drive_strength.png
Bar = 20 um.
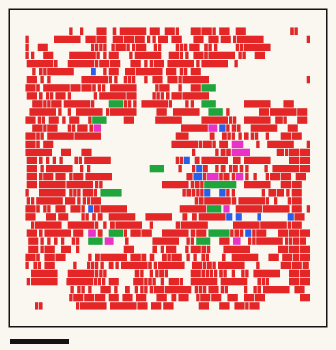
metal_stack.png
Bar = 20 um.
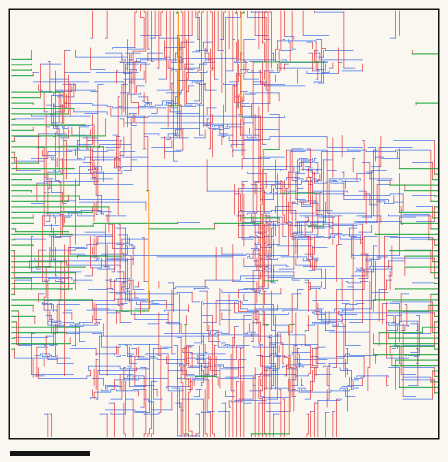
met4.png
Supply wires on this layer in grey.
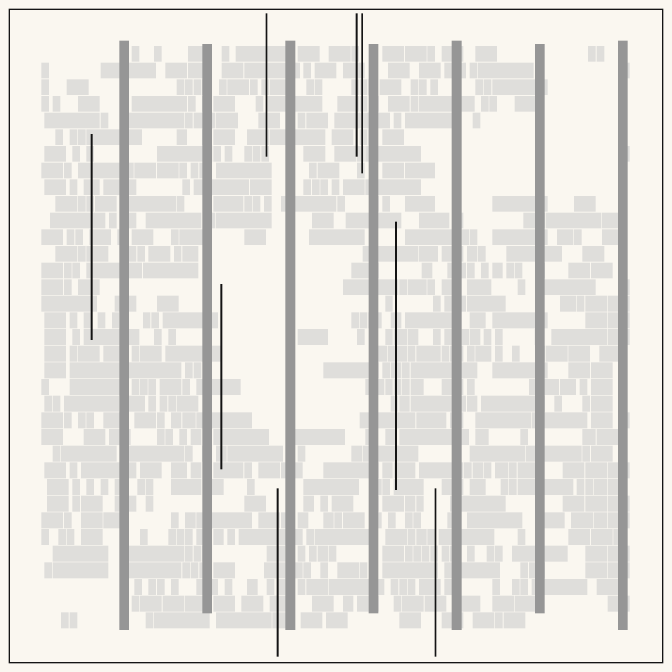
===== config.mk =====
export PLATFORM = sky130hd
export DESIGN_NAME = mismatch_check_flat
export DESIGN_NICKNAME = d
export VERILOG_FILES = /design/src/rtl/mismatch_check_if.sv /design/src/rtl/mismatch_check.sv /design/src/flat_wrapper.sv
export SDC_FILE = /design/constraint.sdc
export NUM_CORES = 1
export LEC_CHECK = 0
export ABC_AREA = 1
export CORE_MARGIN = 5
export CORE_UTILIZATION = 40
export DETAILED_ROUTE_END_ITERATION = 6
export PLACE_DENSITY = 0.8
export SYNTH_ARGS = -nofsm -noshare
export SYNTH_HDL_FRONTEND = slang
export SYNTH_SLANG_ARGS = --single-unit

===== constraint.sdc =====
create_clock -name aclk -period 3.15 [get_ports aclk]
set_input_delay 0.63 -clock aclk [delete_from_list [all_inputs] [get_ports aclk]]
set_output_delay 0.63 -clock aclk [all_outputs]
set_load 0.02 [all_outputs]

===== src/rtl/mismatch_check_if.sv =====
// AXI4-Stream style channel used between the coefficient pipeline stages.
//   master : drives t_valid/t_data/t_strb/t_keep/t_last/t_id/t_dest/t_user, samples t_ready
//   slave  : samples the payload, drives t_ready
interface nasti_stream_channel #(
  parameter int unsigned DATA_WIDTH = 64,
  parameter int unsigned USER_WIDTH = 2,
  parameter int unsigned DEST_WIDTH = 1,
  parameter int unsigned ID_WIDTH   = 1
);
  logic                    t_valid;
  logic                    t_ready;
  logic [DATA_WIDTH-1:0]   t_data;
  logic [DATA_WIDTH/8-1:0] t_strb;
  logic [DATA_WIDTH/8-1:0] t_keep;
  logic                    t_last;
  logic [ID_WIDTH-1:0]     t_id;
  logic [DEST_WIDTH-1:0]   t_dest;
  logic [USER_WIDTH-1:0]   t_user;

  modport master (
    output t_valid, t_data, t_strb, t_keep, t_last, t_id, t_dest, t_user,
    input  t_ready
  );

  modport slave (
    input  t_valid, t_data, t_strb, t_keep, t_last, t_id, t_dest, t_user,
    output t_ready
  );
endinterface


===== src/rtl/mismatch_check.sv =====
// Coefficient block checker. Forwards each src beat through one register stage and checks
// every 64-coefficient block (or shorter block ended by t_last) for even parity, short length,
// out-of-range lanes and partial strobes.
//   aclk, areset : clock, asynchronous active-high reset
//   src          : coefficient beats in (slave)
//   dst          : checked beats out (master), t_user bit 0 carries the routing bit
//   clr          : one-cycle pulse clearing err_status
//   err_pulse    : {strb, range, short, parity}, one cycle alongside the block-ending beat
//   err_status   : sticky OR of err_pulse
module mismatch_check #(
  parameter int unsigned COEF_WIDTH = 16,
  parameter int unsigned DATA_WIDTH = 64,
  parameter int unsigned USER_WIDTH = 2,
  parameter int unsigned DEST_WIDTH = 1,
  parameter int unsigned CHAIN_ID   = 0
) (
  input  logic                aclk,
  input  logic                areset,
  nasti_stream_channel.slave  src,
  nasti_stream_channel.master dst,
  input  logic                clr,
  output logic [3:0]          err_pulse,
  output logic [3:0]          err_status
);

  localparam int unsigned MULTIPLE  = DATA_WIDTH / COEF_WIDTH;
  localparam int unsigned EXP_WIDTH = COEF_WIDTH / 4 * 3;
  // Bits [COEF_WIDTH-1:EXP_WIDTH-1] must be a pure sign extension for a lane to be in range.
  localparam int unsigned TOP_BITS  = COEF_WIDTH - EXP_WIDTH + 1;

  logic                  valid_q, valid_d;
  logic [DATA_WIDTH-1:0] data_q, data_d;
  logic                  last_q, last_d;
  logic [USER_WIDTH-1:0] user_q, user_d;
  logic [7:0]            cnt_q, cnt_d;
  logic                  par_q, par_d;
  logic                  range_q, range_d;
  logic                  strb_q, strb_d;
  logic [3:0]            err_pulse_q, err_pulse_d;
  logic [3:0]            err_status_q, err_status_d;

  logic                  accept;
  logic [7:0]            cnt_sum;
  logic                  block_full;
  logic                  block_end;
  logic                  beat_par;
  logic                  beat_range_bad;
  logic                  beat_strb_bad;
  logic                  par_tot, range_tot, strb_tot;
  logic                  unused_src;

  assign src.t_ready = !valid_q || dst.t_ready;
  assign accept      = src.t_valid && src.t_ready;

  assign cnt_sum    = cnt_q + 8'(MULTIPLE);
  assign block_full = (cnt_sum == 8'd64);
  assign block_end  = accept && (block_full || src.t_last);

  always_comb begin
    logic [COEF_WIDTH-1:0] lane;
    logic [TOP_BITS-1:0]   top;
    beat_par       = 1'b0;
    beat_range_bad = 1'b0;
    lane           = '0;
    top            = '0;
    for (int i = 0; i < int'(MULTIPLE); i++) begin
      lane     = src.t_data[i*COEF_WIDTH +: COEF_WIDTH];
      top      = lane[COEF_WIDTH-1:EXP_WIDTH-1];
      beat_par = beat_par ^ lane[0];
      if (!((top == '0) || (top == '1))) beat_range_bad = 1'b1;
    end
  end

  assign beat_strb_bad = !((&src.t_keep) && (&src.t_strb));
  assign par_tot       = par_q ^ beat_par;
  assign range_tot     = range_q | beat_range_bad;
  assign strb_tot      = strb_q | beat_strb_bad;

  always_comb begin
    valid_d      = valid_q;
    data_d       = data_q;
    last_d       = last_q;
    user_d       = user_q;
    cnt_d        = cnt_q;
    par_d        = par_q;
    range_d      = range_q;
    strb_d       = strb_q;
    err_pulse_d  = '0;

    if (accept) begin
      valid_d = 1'b1;
      data_d  = src.t_data;
      last_d  = src.t_last;
      user_d  = {src.t_user[USER_WIDTH-2:0], (src.t_dest == DEST_WIDTH'(CHAIN_ID))};
      if (block_end) begin
        cnt_d       = '0;
        par_d       = 1'b0;
        range_d     = 1'b0;
        strb_d      = 1'b0;
        err_pulse_d = {strb_tot, range_tot, (src.t_last && !block_full), !par_tot};
      end else begin
        cnt_d   = cnt_sum;
        par_d   = par_tot;
        range_d = range_tot;
        strb_d  = strb_tot;
      end
    end else if (dst.t_ready) begin
      valid_d = 1'b0;
    end

    // A coincident clear loses to a fresh error so that error is never dropped.
    err_status_d = clr ? err_pulse_q : (err_status_q | err_pulse_q);
  end

  always_ff @(posedge aclk or posedge areset) begin
    if (areset) begin
      valid_q      <= 1'b0;
      data_q       <= '0;
      last_q       <= 1'b0;
      user_q       <= '0;
      cnt_q        <= '0;
      par_q        <= 1'b0;
      range_q      <= 1'b0;
      strb_q       <= 1'b0;
      err_pulse_q  <= '0;
      err_status_q <= '0;
    end else begin
      valid_q      <= valid_d;
      data_q       <= data_d;
      last_q       <= last_d;
      user_q       <= user_d;
      cnt_q        <= cnt_d;
      par_q        <= par_d;
      range_q      <= range_d;
      strb_q       <= strb_d;
      err_pulse_q  <= err_pulse_d;
      err_status_q <= err_status_d;
    end
  end

  assign dst.t_valid = valid_q;
  assign dst.t_data  = data_q;
  assign dst.t_last  = last_q;
  assign dst.t_user  = user_q;
  assign dst.t_strb  = '1;
  assign dst.t_keep  = '1;
  assign dst.t_id    = '0;
  assign dst.t_dest  = '0;

  assign err_pulse  = err_pulse_q;
  assign err_status = err_status_q;

  assign unused_src = ^{src.t_id, src.t_user[USER_WIDTH-1]};

endmodule


===== src/flat_wrapper.sv =====
// flat-port wrapper written by rule: the top's interface ports become plain ports
module mismatch_check_flat 
#(
  parameter int unsigned COEF_WIDTH = 16,
  parameter int unsigned DATA_WIDTH = 64,
  parameter int unsigned USER_WIDTH = 2,
  parameter int unsigned DEST_WIDTH = 1,
  parameter int unsigned CHAIN_ID   = 0
)
  (aclk, areset, clr, err_pulse, err_status, src_t_valid, src_t_data, src_t_strb, src_t_keep, src_t_last, src_t_id, src_t_dest, src_t_user, src_t_ready, dst_t_valid, dst_t_data, dst_t_strb, dst_t_keep, dst_t_last, dst_t_id, dst_t_dest, dst_t_user, dst_t_ready);
  nasti_stream_channel #(.DATA_WIDTH(DATA_WIDTH), .USER_WIDTH(USER_WIDTH), .DEST_WIDTH(DEST_WIDTH)) src_i ();
  nasti_stream_channel #(.DATA_WIDTH(DATA_WIDTH), .USER_WIDTH(USER_WIDTH), .DEST_WIDTH(DEST_WIDTH)) dst_i ();
  input  logic aclk;
  input  logic areset;
  input  logic clr;
  output logic [3:0] err_pulse;
  output logic [3:0] err_status;
  input wire logic [$bits(src_i.t_valid)-1:0] src_t_valid;
  input wire logic [$bits(src_i.t_data)-1:0] src_t_data;
  input wire logic [$bits(src_i.t_strb)-1:0] src_t_strb;
  input wire logic [$bits(src_i.t_keep)-1:0] src_t_keep;
  input wire logic [$bits(src_i.t_last)-1:0] src_t_last;
  input wire logic [$bits(src_i.t_id)-1:0] src_t_id;
  input wire logic [$bits(src_i.t_dest)-1:0] src_t_dest;
  input wire logic [$bits(src_i.t_user)-1:0] src_t_user;
  output wire logic [$bits(src_i.t_ready)-1:0] src_t_ready;
  output wire logic [$bits(dst_i.t_valid)-1:0] dst_t_valid;
  output wire logic [$bits(dst_i.t_data)-1:0] dst_t_data;
  output wire logic [$bits(dst_i.t_strb)-1:0] dst_t_strb;
  output wire logic [$bits(dst_i.t_keep)-1:0] dst_t_keep;
  output wire logic [$bits(dst_i.t_last)-1:0] dst_t_last;
  output wire logic [$bits(dst_i.t_id)-1:0] dst_t_id;
  output wire logic [$bits(dst_i.t_dest)-1:0] dst_t_dest;
  output wire logic [$bits(dst_i.t_user)-1:0] dst_t_user;
  input wire logic [$bits(dst_i.t_ready)-1:0] dst_t_ready;
  assign src_i.t_valid = src_t_valid;
  assign src_i.t_data = src_t_data;
  assign src_i.t_strb = src_t_strb;
  assign src_i.t_keep = src_t_keep;
  assign src_i.t_last = src_t_last;
  assign src_i.t_id = src_t_id;
  assign src_i.t_dest = src_t_dest;
  assign src_i.t_user = src_t_user;
  assign src_t_ready = src_i.t_ready;
  assign dst_t_valid = dst_i.t_valid;
  assign dst_t_data = dst_i.t_data;
  assign dst_t_strb = dst_i.t_strb;
  assign dst_t_keep = dst_i.t_keep;
  assign dst_t_last = dst_i.t_last;
  assign dst_t_id = dst_i.t_id;
  assign dst_t_dest = dst_i.t_dest;
  assign dst_t_user = dst_i.t_user;
  assign dst_i.t_ready = dst_t_ready;
  mismatch_check #(.COEF_WIDTH(COEF_WIDTH), .DATA_WIDTH(DATA_WIDTH), .USER_WIDTH(USER_WIDTH), .DEST_WIDTH(DEST_WIDTH), .CHAIN_ID(CHAIN_ID)) u_core (.aclk(aclk), .areset(areset), .src(src_i), .dst(dst_i), .clr(clr), .err_pulse(err_pulse), .err_status(err_status));
endmodule

==> impl_metrics.toml <==
# implementation run metrics
[placement]
dp_hpwl_um = 7580
place_congestion = 0.825
placed_cells_incl_taps = 709
port_buffers = 164

[yosys]
synth.yosys.seq_area_share = 0.572
synth-area-yosys_um2 = 3720
synth_area_um2 = 3720
ys_seq_elements = 85
ys_cells = 446
syn-instance-count = 446
yosysWarnings = 0
edf_count = 0

[worst_setup_path]
required_ps = 2520
critPathMaxStageDelay_ps = 610
r2r_endpoint = "u_core.err_pulse[2]$_DFF_PP0_"
cpMostUsedCell = "sky130_fd_sc_hd__clkdlybuf4s50_1"
endpoint_kind = "output pin"
critPathBufInv = 3
critical_path_peak_fanout = 3
setup.worst_path.start_class = "input port"
crit_start = "dst_t_ready"
timing.critical_path.cells = "clkdlybuf4s50_1, inv_1, nand2_2, clkdlybuf4s50_1"
reg2reg_slack_ps = 1300
crit_type = "in2out"

[pwr]
power_density_nw_per_um2 = 525
dominant_power_group = "sequential cells"
post-layout-total-power_mw = 2.95
p_comb_frac = 0.285
pwr.group.clock_mw = 0.780

[clock_network]
h-tree-depth = 3
cts.reportedPaths.clkPinSlew_ps = 90
post_cts_resize_count = 0
clk-insertion-delay-late_ps = 350
buffer_type_at_the_clock_tree_root = "sky130_fd_sc_hd__clkbuf_8"
numCtsBuffers = 9
post-cts-setup-buffers = 0
cts.path.max_buffers = 2
cts_tree = "done"

[sta]
clock.fmax_mhz = 406
slew_of_the_pin_with_the_lowest_slew_margin_ps = 574
report.final.hold_viol_count = 0
setup_viol = 0
report.final.slew_viol_count = 0
setup_tns_ps = 0
post-route-period-util = 0.781
period_needed_ps = 2460
hold-worst-slack_ps = 477
timing.slew.headroom = 0.617

[run_status]
status = "complete, no violations"

[routing]
finalWirelength_um = 9950
route.detailed.drc = 0
via_to_cell_ratio = 4.65
detail_route.first_pass.iterations = 4
ant_nets = 0

[grt]
grt.met3_usage = 0.0644
global_route.usage.met2 = 0.295
first_pass_grt_wire_length_um = 16400
initial_antenna_violation_count = 0
grt_max_degree = 51
grt_use_met1 = 0.212

[final_layout]
share_of_layout_cells_above_drive_strength_1 = 0.0586
mostFrequentLayoutCell = "sky130_fd_sc_hd__nand2_1"
area_added_between_synthesis_and_finish_pct = 51.1
n_fill_cell = 812
num-nets-final = 700
final_cell_mix = "sky130_fd_sc_hd__nand2_1, sky130_fd_sc_hd__clkdlybuf4s50_1, sky130_fd_sc_hd__dfrtp_1"
largest_register_ff_count = 64
antenna_cells = 0

[die]
fp.dieH_um = 106
design.portCount = 185
dieWidth_um = 106
floorplan.die_area_um2 = 11300

[min_path]
hp-start = "u_core.err_pulse[1]$_DFF_PP0_"
worst_hold_path.num_cells = 1

[run]
log.warning_count = 28
drv.max_cap_violation_count = 0
Back to the opening pictures, drive_strength.png:
magenta -> drive 3 to 4  # cells 10, share 1.6%
red -> drive 1 or less  # cells 578, share 94%
green -> drive 6 and up  # cells 13, share 2.1%
blue -> drive 2  # cells 13, share 2.1%

Back to the opening pictures, metal_stack.png:
red -> met2  # wire length 4800 um
green -> met3  # wire length 925 um
blue -> met1  # wire length 3990 um
orange -> met4  # wire length 233 um

Back to the opening pictures, met4.png:
longest straight run = 43.5 um
main direction = vertical

synth_stat cells, types with 2 or more instances:
cell type | instances | share of area
sky130_fd_sc_hd__a21oi_1 | 8 | 0.011
sky130_fd_sc_hd__buf_1 | 3 | 0.0030
sky130_fd_sc_hd__buf_2 | 8 | 0.011
sky130_fd_sc_hd__buf_4 | 19 | 0.038
sky130_fd_sc_hd__clkbuf_1 | 3 | 0.0030
sky130_fd_sc_hd__conb_1 | 2 | 0.0020
sky130_fd_sc_hd__dfrtp_1 | 85 | 0.57
sky130_fd_sc_hd__inv_1 | 28 | 0.028
sky130_fd_sc_hd__nand2_1 | 216 | 0.22
sky130_fd_sc_hd__nand2_2 | 5 | 0.0084
sky130_fd_sc_hd__nand3_1 | 11 | 0.015
sky130_fd_sc_hd__nand4_1 | 6 | 0.010
sky130_fd_sc_hd__nor2_1 | 18 | 0.018
sky130_fd_sc_hd__nor2_2 | 3 | 0.0050
sky130_fd_sc_hd__o21ai_0 | 14 | 0.019
sky130_fd_sc_hd__o21bai_1 | 4 | 0.0081
stage by stage:
step / util / setup WS, ps / cell area, um^2
final: 0.614 / 690 / 5620
after global routing: 0.614 / 654 / 5620
after CTS: 0.614 / 684 / 5620
after detailed placement: 0.592 / 569 / 5420
after global placement: 0.592 / 628 / 5420
after floorplan: - / 327 / 3780
cell families after synthesis:
logic type	after synthesis	share of synthesized area
simple gates	264	0.288
buf+inv	63	0.0861
other cells	2	0.00202
flops	85	0.572
compound gates	29	0.0437
xor+xnor	2	0.00471
fa+ha+maj	1	0.00336
area by class of cell:
cell class              instances  area, um^2  share of cell area
clock buffers                  11         141              0.0252
multi-input cells             314        1330               0.237
repair buffers                169        1700               0.303
flip-flops and latches         85        2130               0.378
clock inverters                 5        60.1              0.0107
well taps                     111         139              0.0247
inverters                      30         116              0.0207
